Run 1, power grid:
Bar = 50 um. Pins as bars on the die edge. Tap cells in gray.
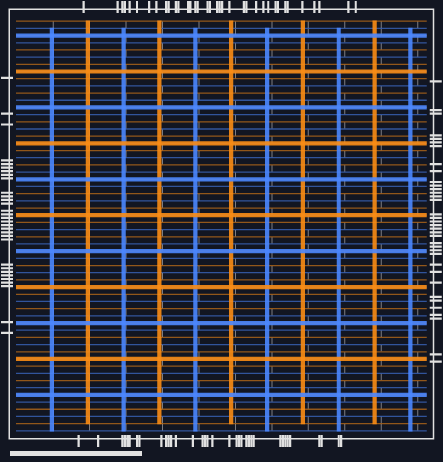
Run 1, cell classes on the final placement:
Bar = 50 um.
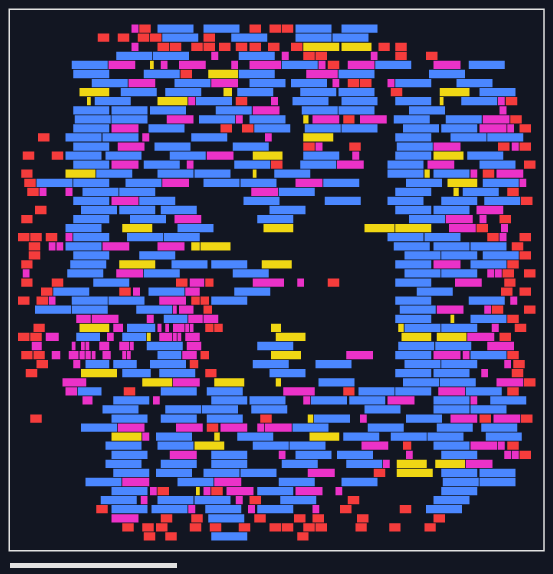
Run 1, clock wires, drivers and flops:
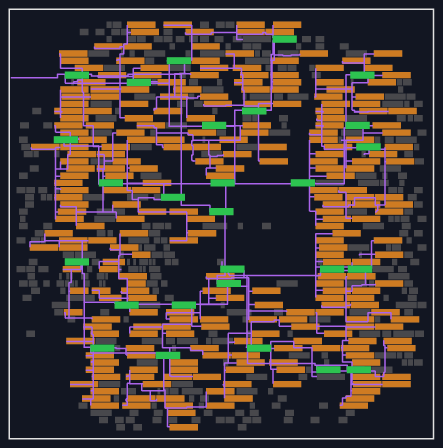
Run 1, wiring by layer:
Bar = 50 um. Only two layers are drawn.
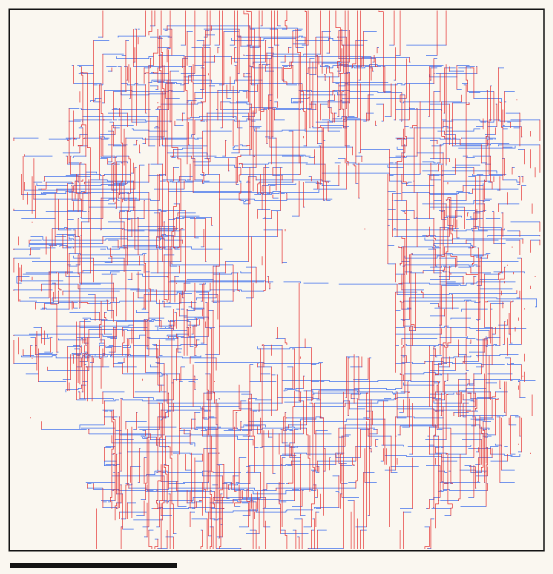
==> src/rtl/fetch_queue.sv <==
`default_nettype none
// ============================================================================
// Module   : fetch_queue
// Purpose  : FIFO of {PC, instruction} pairs between fetch and decode, with
//            valid/ready handshakes on both sides and a redirect flush.
// Revision : 1.0 - initial release
// ============================================================================
module fetch_queue #(
  parameter int DEPTH = 4,
  parameter int PTR_W = 2,
  parameter int CNT_W = 3
) (
  input  logic             clk,
  input  logic             reset,
  input  logic             flush,
  input  logic             in_valid,
  input  logic [31:0]      in_pc,
  input  logic [31:0]      in_instr,
  output logic             in_ready,
  output logic             out_valid,
  output logic [31:0]      out_pc,
  output logic [31:0]      out_instr,
  input  logic             out_ready,
  output logic [CNT_W-1:0] count
);

  localparam logic [CNT_W-1:0] c_full = CNT_W'(DEPTH);

  logic [63:0]      r_mem [DEPTH];
  logic [PTR_W-1:0] r_head;
  logic [PTR_W-1:0] r_tail;
  logic [CNT_W-1:0] r_count;

  logic w_push;
  logic w_pop;

  // Readiness depends only on occupancy, so a full queue refuses a push
  // even when decode pops in the same cycle.
  assign in_ready  = (r_count != c_full);
  assign out_valid = (r_count != '0);
  assign out_pc    = out_valid ? r_mem[r_head][63:32] : 32'h0;
  assign out_instr = out_valid ? r_mem[r_head][31:0]  : 32'h0;
  assign count     = r_count;

  assign w_push = in_valid  & in_ready  & ~flush;
  assign w_pop  = out_valid & out_ready & ~flush;

  always_ff @(posedge clk) begin
    if (reset || flush) begin
      r_head  <= '0;
      r_tail  <= '0;
      r_count <= '0;
    end else begin
      if (w_push) r_tail <= r_tail + 1'b1;
      if (w_pop)  r_head <= r_head + 1'b1;
      if (w_push && !w_pop)      r_count <= r_count + 1'b1;
      else if (w_pop && !w_push) r_count <= r_count - 1'b1;
    end
  end

  // Entry storage carries no reset; validity is tracked by the counter.
  always_ff @(posedge clk) begin
    if (!reset && w_push) r_mem[r_tail] <= {in_pc, in_instr};
  end

endmodule
`default_nettype wire
==> config.mk <==
export PLATFORM = sky130hd
export DESIGN_NAME = fetch_queue
export DESIGN_NICKNAME = d
export VERILOG_FILES = /design/src/rtl/fetch_queue.sv
export SDC_FILE = /design/constraint.sdc
export NUM_CORES = 1
export LEC_CHECK = 0
export CAP_MARGIN = 0
export CELL_PAD_IN_SITES_DETAIL_PLACEMENT = 0
export CELL_PAD_IN_SITES_GLOBAL_PLACEMENT = 1
export CORE_AREA = 2 2 158 160
export CTS_CLUSTER_SIZE = 24
export DETAILED_ROUTE_END_ITERATION = 16
export DIE_AREA = 0 0 160 162
export PLACE_DENSITY = 0.78
export SYNTH_ARGS = -nofsm -noshare
export SYNTH_HDL_FRONTEND = slang
export SYNTH_SLANG_ARGS = --single-unit
==> constraint.sdc <==
create_clock -name clk -period 7 [get_ports clk]
set_input_delay 1.4 -clock clk [delete_from_list [all_inputs] [get_ports clk]]
set_output_delay 1.4 -clock clk [all_outputs]
set_load 0.02 [all_outputs]
==> impl_metrics.json, run 1 <==
{
  "grt_overflow_total": 0,
  "io_buffers": 137,
  "p_per_area_nw_per_um2": 270,
  "ff2ff_setup_slack_ps": 4660,
  "min-delay-path-class": "flop to flop",
  "cell_internal_pwr_mw": 2.77,
  "fin_crit_sh_pct": 66.7,
  "synthXorXnorAreaFrac_pct": 0.343,
  "grt_setup_unrepaired": "no",
  "synth-warning-count": 0,
  "critical_path.endpoint_type": "primary output",
  "timing.final.setup_violations": 0,
  "final.min_clock_period_ps": 4670,
  "vdd_ir_drop_max_mv": 0.140,
  "core_util_at_fp_pct": 42.4,
  "achievable-frequency_ghz": 0.214,
  "grt.total_usage_pct": 14.7,
  "groute.layer.met2.usage_pct": 26.4,
  "pwr.group.combinational_mw": 0.238,
  "slew_violations": 0,
  "global_route.usage.met3_pct": 2.83,
  "yosys.area_share.adder_pct": 0.808,
  "grt_util_met1_pct": 18.6,
  "grt_busiest_layer": "met2",
  "critical_path_arrival_ps": 3270,
  "cts_resized": 0,
  "nFillCells": 1942,
  "drc": 0,
  "post_synth.cell_area_avg_um2": 22.4,
  "outcome": "finished clean",
  "power.largest_group": "registers",
  "holdCritStartpoint": "r_tail[1]",
  "summed_instance_area_of_the_synthesized_netlist_um2": 10200,
  "ys_seq_share_pct": 77.0,
  "mostFrequentLayoutCell": "sky130_fd_sc_hd__edfxtp_1",
  "crit_fanout": 44,
  "placed_instance_area_um2": 11900,
  "vias_per_cell": 5.04,
  "cp_max_stage_delay_ps": 950,
  "synth_simple_gate_area_share_pct": 5.02
}
About 'power grid':
Orange shows VDD. Blue shows VSS.
138 signal pins sit on the boundary. 11 straps on met4.

About 'cell classes on the final placement':
Magenta shows all other logic, cells 169, share of their area 18%. Red shows other buffers and delay cells, cells 146, share of their area 12%. Blue shows flops, cells 265, share of their area 63%. Yellow shows clock drivers and dummy loads, cells 49, share of their area 7.3%.

About 'clock wires, drivers and flops':
Purple shows clock wires, length 2790 um. Orange shows flip-flops, count 265. Green shows cells driving clock nets, count 27.
Position of the flops: all over the die.

About 'wiring by layer':
Red shows met2, wire length 9680 um. Blue shows met1, wire length 7860 um.
Vias: 4807
total wire length: 18.8 mm

==> run 1: area by class of cell <==
| class | count | area share, % |
|---|---|---|
| flip-flops and latches | 265 | 61.5 |
| well taps | 324 | 3.16 |
| inverters | 4 | 0.117 |
| repair buffers | 146 | 11.2 |
| multi-input cells | 165 | 16.9 |
| clock inverters | 17 | 1.69 |
| clock buffers | 32 | 5.42 |
==> run 1: cells by family after synthesis <==
kind of cell | after synthesis
muxes | 67
DFF | 265
and+or+nand+nor | 84
adders and majority gates | 6
AOI/OAI and AO/OA | 4
xor gates and xnor gates | 4
buffers and inverters | 26
==> run 1: flip-flops by register name, indices dropped and copies added (netlist names), named ones only <==
name,count
count,3
r_tail,2
r_mem,256
r_head,2
==> run 2, diff against run 1 <==
CORE_AREA = 2 2 149 151   (was 2 2 158 160)
DIE_AREA = 0 0 151 153   (was 0 0 160 162)
PLACE_DENSITY = 0.82   (was 0.78)
clock period = 4.59 ns   (was 7 ns; I/O delays follow)
==> run 2 against run 1 <==
Routed wire length decreased by 3.0%. Combinational power up 55%. Critical path type unchanged. Sequential power up 52%. Hold slack better by 14 ps.
==> impl_metrics.json, run 2 <==
{
  "drc": 0,
  "crit_fanout": 36,
  "post_synth.cell_area_avg_um2": 22.4,
  "worstPathBufferInverterCount": 2,
  "p_per_area_nw_per_um2": 417,
  "die_area_um2": 23100,
  "synth_area_leader_cell": "sky130_fd_sc_hd__edfxtp_1",
  "synth-async-reset-ratio_pct": 0,
  "nFillCells": 1559,
  "finalWirelength_mm": 18.3,
  "achievable-frequency_ghz": 0.258,
  "slew_violations": 0,
  "largest-register": "r_mem",
  "grt_overflow_total": 0,
  "placed_instance_area_um2": 11900,
  "timing.final.setup_violations": 0,
  "clock_net_power_mw": 2.29,
  "iteration_0_drc_markers": 326,
  "summed_instance_area_of_the_synthesized_netlist_um2": 10200,
  "critical_path.endpoint_type": "primary output",
  "antenna_cells": 0,
  "number_of_global_route_vias_before_repair": 5178,
  "clock_latency_at_the_later_pin_of_the_worst_skew_pair_ps": 510,
  "grt_setup_unrepaired": "no",
  "ff2ff_setup_slack_ps": 2260,
  "cts_resized": 0,
  "cell_internal_pwr_mw": 4.33,
  "grt_busiest_layer": "met2",
  "largest_register_ff_count": 256,
  "fin_crit_sh_pct": 84.6,
  "power.largest_group": "registers",
  "pwr.group.combinational_mw": 0.369,
  "mostFrequentLayoutCell": "sky130_fd_sc_hd__edfxtp_1",
  "vias_per_cell": 5.32,
  "worst_flop_to_flop_path_endpoint": "count[2]",
  "global_route.usage.met3_pct": 3.67,
  "vdd_ir_drop_max_mv": 0.358,
  "max_slew.worst_pin.slew_ps": 954,
  "min-delay-path-class": "flop to flop",
  "critical_path_arrival_ps": 2960,
  "clk_pin_slew_worst_paths_ps": 60,
  "route.vias.total": 4818,
  "outcome": "finished clean",
  "fin_tns_setup_ps": 0,
  "final.min_clock_period_ps": 3880,
  "synth_nets": 531,
  "holdCritStartpoint": "r_tail[1]",
  "post-route-cell-area_um2": 12800,
  "io_buffers": 137,
  "core_util_at_fp_pct": 47.6,
  "setup_slack_ps": 708,
  "ys_seq_share_pct": 77.0,
  "synth-warning-count": 0,
  "whs_endpoint": "r_tail[1]"
}
[run 2: cell types whose count changed in the layout (fill, tap and decap cells not counted), sizes merged]
cell | previous run | this run
bufinv | 5 | 7
clkbuf | 32 | 31
clkinv | 9 | 8
buf | 9 | 7
clkinvlp | 2 | 0
[run 2: layout make-up]
type / instances / area share, %
Inverter: 4 / 0.117
Tap cell: 280 / 2.73
Multi-Input combinational cell: 165 / 16.9
Sequential cell: 265 / 61.4
Timing Repair Buffer: 144 / 11.6
Clock buffer: 31 / 5.38
Clock inverter: 16 / 1.96
[run 2: cell families after synthesis]
logic type	synth area share [%]
and+or+nand+nor	5.02
xor gates and xnor gates	0.343
AOI/OAI and AO/OA	0.257
muxes	14.6
adders and majority gates	0.808
DFF	77.0
buffers and inverters	2.07
Run 2, cell classes on the final placement:
Bar = 50 um.
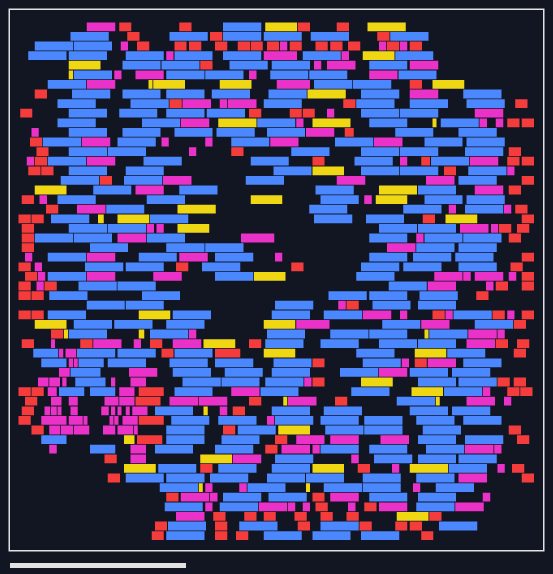
register share of the cell area: 61.4%
core utilization of the finished layout: 59.7%

Power is estimated from default activity; no workload was simulated.
